==> config.mk <==
export PLATFORM = sky130hd
export DESIGN_NAME = pixel_frame_scheduler
export DESIGN_NICKNAME = d
export VERILOG_FILES = /design/src/rtl/pixel_sched_pkg.sv /design/src/rtl/pixel_frame_scheduler.sv
export SDC_FILE = /design/constraint.sdc
export NUM_CORES = 1
export LEC_CHECK = 0
export CORE_MARGIN = 2
export CORE_UTILIZATION = 35
export DETAILED_ROUTE_END_ITERATION = 7
export GPL_TIMING_DRIVEN = 0
export SLEW_MARGIN = 20
export SYNTH_ARGS = -nofsm -noshare
export SYNTH_HDL_FRONTEND = slang
export SYNTH_SLANG_ARGS = --single-unit
==> constraint.sdc <==
create_clock -name clk -period 2.5 [get_ports clk]
set_clock_uncertainty 0.1 [all_clocks]
set_input_delay 0.625 -clock clk [delete_from_list [all_inputs] [get_ports clk]]
set_output_delay 0.625 -clock clk [all_outputs]
set_load 0.005 [all_outputs]
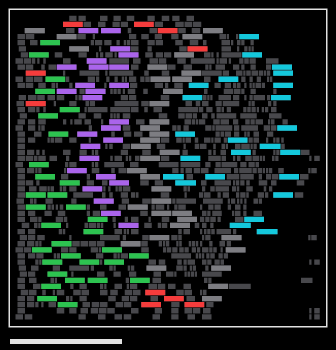
Fig. 1. Register map, names as in the netlist (run 1).
Scale bar: 50 µm. Other sequential cells in the stronger grey, the rest of the logic in the fainter grey.
`dma_total_size`: shown in purple, placed flops 26. `dma_threshold`: shown in red, placed flops 10. `cnt`: shown in cyan, placed flops 24. `dma_base_address`: shown in green, placed flops 32.
Another 36 sequential cells are not coloured.
Final Util: 52.7%
Seq. pwr: 0.00346 W
FF+latch area: 3210 µm²
Seq area share: 32.8%

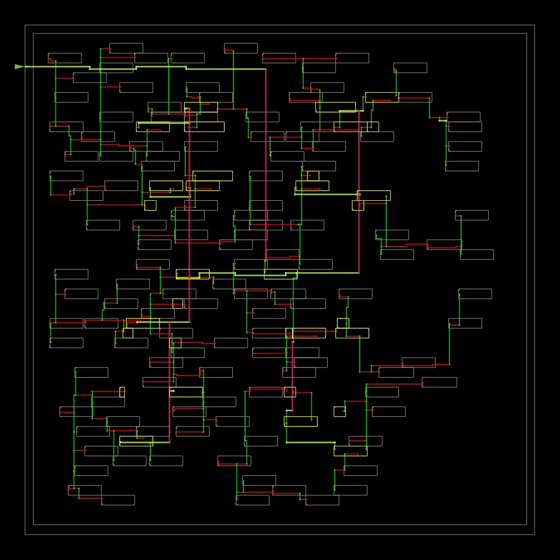
Fig. 2. Clock routing (run 1).
number of sequential cells: 128
clock sinks: 128
clk_lat worst skew: 430 ps

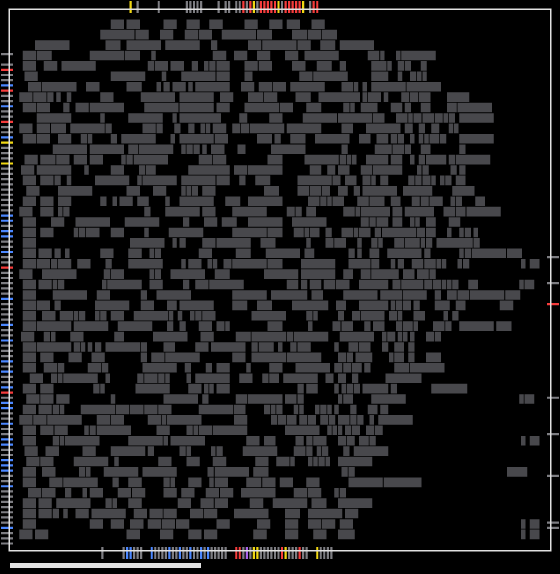
Fig. 3. Ports around the boundary (run 1).
Scale bar: 50 µm. Pins as bars across the die edge, other pins in grey.
`cfg_frame_bursts`: shown in red, pins 24, direction input, edge 14 north, 5 west, 4 south, 1 east. `cfg_buf1_addr`: shown in blue, pins 32, direction input, edge 24 west, 8 south. `cfg_threshold`: shown in yellow, pins 10, direction input, edge 4 north, 4 south, 2 west. `cmd_swap`: shown in purple, pins 1, direction input, edge south.
All pins by edge: 94 west, 55 south, 34 north, 8 east.
die height: 141 µm
port buffer count: 183

==> run_results.csv, run 1 <==
group,metric,value,unit
layout,comb_area,3370,µm²
die,core,18600,µm²
clocking,max-clock-path-buffers,2,
synthesis,topCombFamilyByArea,"simple AND/OR/NAND/NOR gates",
layout,buf_share,23.2,%
clocking,cts_tree,"built",
synthesis,area_leaders,"dfrtp_1, mux2i_1, mux2_2",
power_and_ir_drop,p_clk_share,26.0,%
power_and_ir_drop,total_power,0.00994,W
drt,num_vias,5938,
die,dieArea,19900,µm²
layout,fin_cells,1145,
power_and_ir_drop,intPower,0.00671,W
layout,nFillCells,1661,
synthesis,syn_avg_cell_area,9.73,µm²
run,log.warning_count,28,
synthesis,ys_cells,676,
critical_path,slowest_stage,"or4_4",
grt,first_global_vias,6063,
power_and_ir_drop,power.switching,0.00323,W
layout,finish.net_count,1008,
layout,sh_comb_area,34.4,%
timing,setup_ws,-145,ps
clocking,postCtsSetupBuffers,13,
drt,drtIter0Drc,384,
clocking,cts_made_buffers,17,
timing,finalSetupViolCount,2,
critical_path,cp.required,2700,ps
die,nWellTaps,234,
synthesis,ys_sh_simple,15.4,%
critical_path,path_class,"reg -> reg",
clocking,cts_resized,54,
drt,drcViolationCount,0,
run_status,status,"finished, violations left",
placed_design,place_area,8760,µm²
timing,max_freq,378,MHz
die,fp-row-count,50,
layout,largest_reg_flops,32,
synthesis,synth.largest_area_cell,"dfrtp_1",
power_and_ir_drop,power-per-cell-area,1010,nW/µm²
synthesis,netlist.area_leader.share,48.7,%
critical_path,worstPathCellList,"buf_6 > nand4_1 > or3_1 > buf_6 > a211oi_4 > o32ai_2 > or4_4 > nor4_4 > buf_4 > a21oi_2",
drt,wl_per_cell,18.1,µm
timing,fin_crit_sh,106,%
drt,wl_met1,8.59,mm
synthesis,adder_share,0.190,%
critical_path,reg2reg_depth,10,
critical_path,start_kind,"register",
layout,num-clock-buffers,18,
grt,grt_start_max_net_pins,70,
grt,antenna_found_initial,0,
power_and_ir_drop,switching_share,32.5,%
drt,ant_nets,0,
grt,grt_overflow,0,
synthesis,ys.flop_type,"dfrtp_1",
synthesis,netlist_instances,676,
timing,slew_violations,0,
layout,fin_area,9800,µm²
clocking,htreeDepth,4,
power_and_ir_drop,pg_clk,0.00258,W
die,fp.dieW,141,µm
drt,wl_met2,10.0,mm
synthesis,xor_share,4.13,%
drt,viasPerCell,5.19,
clocking,cts-root-buf,"clkbuf_16",
run_status,violations,"negative setup slack",
drt,wl_met3,1.59,mm
drt,totalWireLength,20.7,mm
critical_path,crit_fanout,8,
placed_design,place_inst,1099,
grt,grt_pass1_wl,32.9,mm
timing,hold_violations,0,
critical_path,r2r_slack,-140,ps
critical_path,cp_top_family,"simple AND/OR/NAND/NOR gates",
critical_path,cp_num_cells,10,
synthesis,synth_cell_types,48,
die,ios,191,
power_and_ir_drop,peakVddDrop,593,µV
grt,use_met2,35.0,%
grt,top_usage_layer,"met2",
power_and_ir_drop,comb-power,0.00390,W
layout,largest_cell_class,"logic gates",
grt,use_met1,26.5,%
layout,insertedDiodeCount,0,
critical_path,cp_common_cell,"buf_6",
critical_path,cp_num_buf_inv,3,
power_and_ir_drop,p_seq_share,34.8,%
synthesis,edf_count,0,
timing,rsz0062_at_grt,"yes",
--- run 2 (diff from run 1) ---
Settings changed: CAP_MARGIN from default to 30.
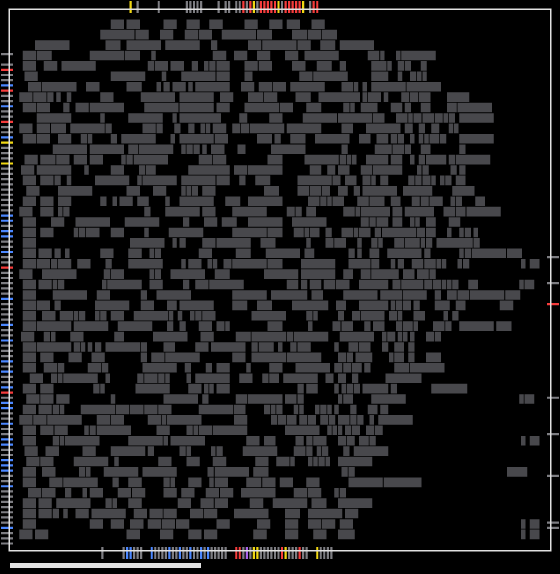
Fig. 4. Ports around the boundary (run 2).
Scale bar: 50 µm. Pins as bars across the die edge, other pins in grey.
`cfg_buf1_addr`: shown in blue, pins 32, direction input, edge 24 west, 8 south. `cfg_frame_bursts`: shown in red, pins 24, direction input, edge 14 north, 5 west, 4 south, 1 east. `cfg_threshold`: shown in yellow, pins 10, direction input, edge 4 north, 4 south, 2 west. `cmd_swap`: shown in purple, pins 1, direction input, edge south.
chip width: 141 µm

==> run 2 against run 1 <==
  * The run still ends with negative setup slack left
  * Register-to-register slack about the same
  * Sequential share of layout area unchanged
  * Sequential power about the same
  * Fmax unchanged
  * Combinational power about the same
  * Non-clock buffer count unchanged
  * Wire length unchanged
  * Critical path depth unchanged
  * Largest power group unchanged
==> run_results.csv, run 2 <==
group,metric,value,unit
grt,antenna_found_initial,0,
layout,register_area,3210,µm²
layout,utilization,52.7,%
clocking,cts_tree,"built",
layout,largest_cell_class,"logic gates",
timing,finalSetupViolCount,2,
drt,wl_met3,1.59,mm
critical_path,cp_num_buf_inv,3,
power_and_ir_drop,peakVddDrop,593,µV
grt,grt_overflow,0,
synthesis,ys_cells,676,
timing,max_freq,378,MHz
timing,rsz0062_at_grt,"yes",
run_status,status,"finished, violations left",
power_and_ir_drop,p_clk_share,26.0,%
synthesis,netlist.area_leader.share,48.7,%
layout,insertedDiodeCount,0,
synthesis,syn_avg_cell_area,9.73,µm²
power_and_ir_drop,pg_clk,0.00258,W
die,fp_util,35.4,%
layout,seq_share,32.8,%
placed_design,place_inst,1099,
die,fp-row-count,50,
critical_path,path_class,"reg -> reg",
die,core,18600,µm²
clocking,cts-root-buf,"clkbuf_16",
layout,buf_share,23.2,%
timing,fin_crit_sh,106,%
power_and_ir_drop,intPower,0.00671,W
clocking,cts.sink_count,128,
grt,top_usage_layer,"met2",
grt,use_met1,26.5,%
synthesis,synth_cell_types,48,
synthesis,edf_count,0,
power_and_ir_drop,power-per-cell-area,1010,nW/µm²
power_and_ir_drop,switching_share,32.5,%
power_and_ir_drop,seq_power,0.00346,W
layout,fin_cells,1145,
clocking,cts_resized,54,
layout,finish.net_count,1008,
layout,largest_reg_flops,32,
synthesis,xor_share,4.13,%
layout,nFillCells,1661,
layout,comb_area,3370,µm²
grt,first_global_vias,6063,
power_and_ir_drop,power.switching,0.00323,W
layout,sh_comb_area,34.4,%
drt,wl_per_cell,18.1,µm
drt,num_vias,5938,
placed_design,place_area,8760,µm²
timing,hold_violations,0,
critical_path,r2r_slack,-140,ps
drt,totalWireLength,20.7,mm
drt,wl_met2,10.0,mm
critical_path,worstPathCellList,"buf_6 > nand4_1 > or3_1 > buf_6 > a211oi_4 > o32ai_2 > or4_4 > nor4_4 > buf_4 > a21oi_2",
drt,drtIter0Drc,384,
clocking,postCtsSetupBuffers,13,
critical_path,crit_fanout,8,
drt,wl_met1,8.59,mm
timing,slew_violations,0,
run,log.warning_count,28,
synthesis,synth.largest_area_cell,"dfrtp_1",
critical_path,cp_common_cell,"buf_6",
power_and_ir_drop,p_seq_share,34.8,%
drt,viasPerCell,5.19,
placed_design,numPortBuffers,183,
critical_path,start_kind,"register",
drt,drcViolationCount,0,
timing,setup_ws,-145,ps
power_and_ir_drop,comb-power,0.00390,W
synthesis,adder_share,0.190,%
clocking,cts_made_buffers,17,
run_status,violations,"negative setup slack",
critical_path,cp_num_cells,10,
timing,setup_tns,-287,ps
critical_path,reg2reg_depth,10,
synthesis,area_leaders,"dfrtp_1, mux2i_1, mux2_2",
placed_design,hpwl,14.9,mm
clocking,clk_latency,430,ps
critical_path,cp.required,2700,ps
synthesis,ys_sh_simple,15.4,%
grt,grt_pass1_wl,32.9,mm
clocking,htreeDepth,4,
die,dieArea,19900,µm²
synthesis,ys.flop_type,"dfrtp_1",
clocking,max-clock-path-buffers,2,
placed_design,routabilityCongestion,0.868,
die,nWellTaps,234,
grt,grt_start_max_net_pins,70,
layout,num-clock-buffers,18,
drt,ant_nets,0,
synthesis,netlist_instances,676,
layout,fin_area,9800,µm²
synthesis,topCombFamilyByArea,"simple AND/OR/NAND/NOR gates",
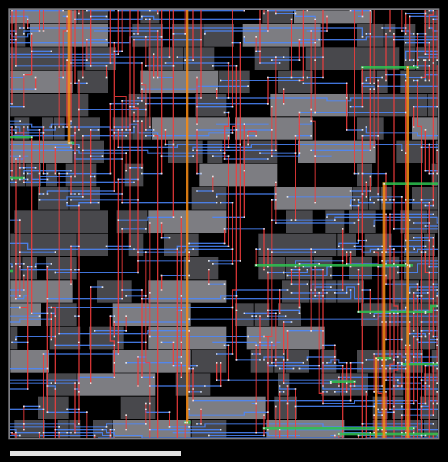
Fig. 5. A small window of the routed layout (run 2).
Scale bar: 20 µm. Region (46, 74) to (96, 124) µm. Cells in grey, sequential cells in the stronger grey; small squares are vias.
metal 4: shown in orange. metal 3: shown in green. metal 1: shown in blue. metal 2: shown in red.
149 logic cells have their middle in the window. Most frequent: dfrtp_1 (25), mux2_2 (14), mux2i_1 (13). Sequential cells in the window: 25.

Power is estimated from default activity; no workload was simulated.
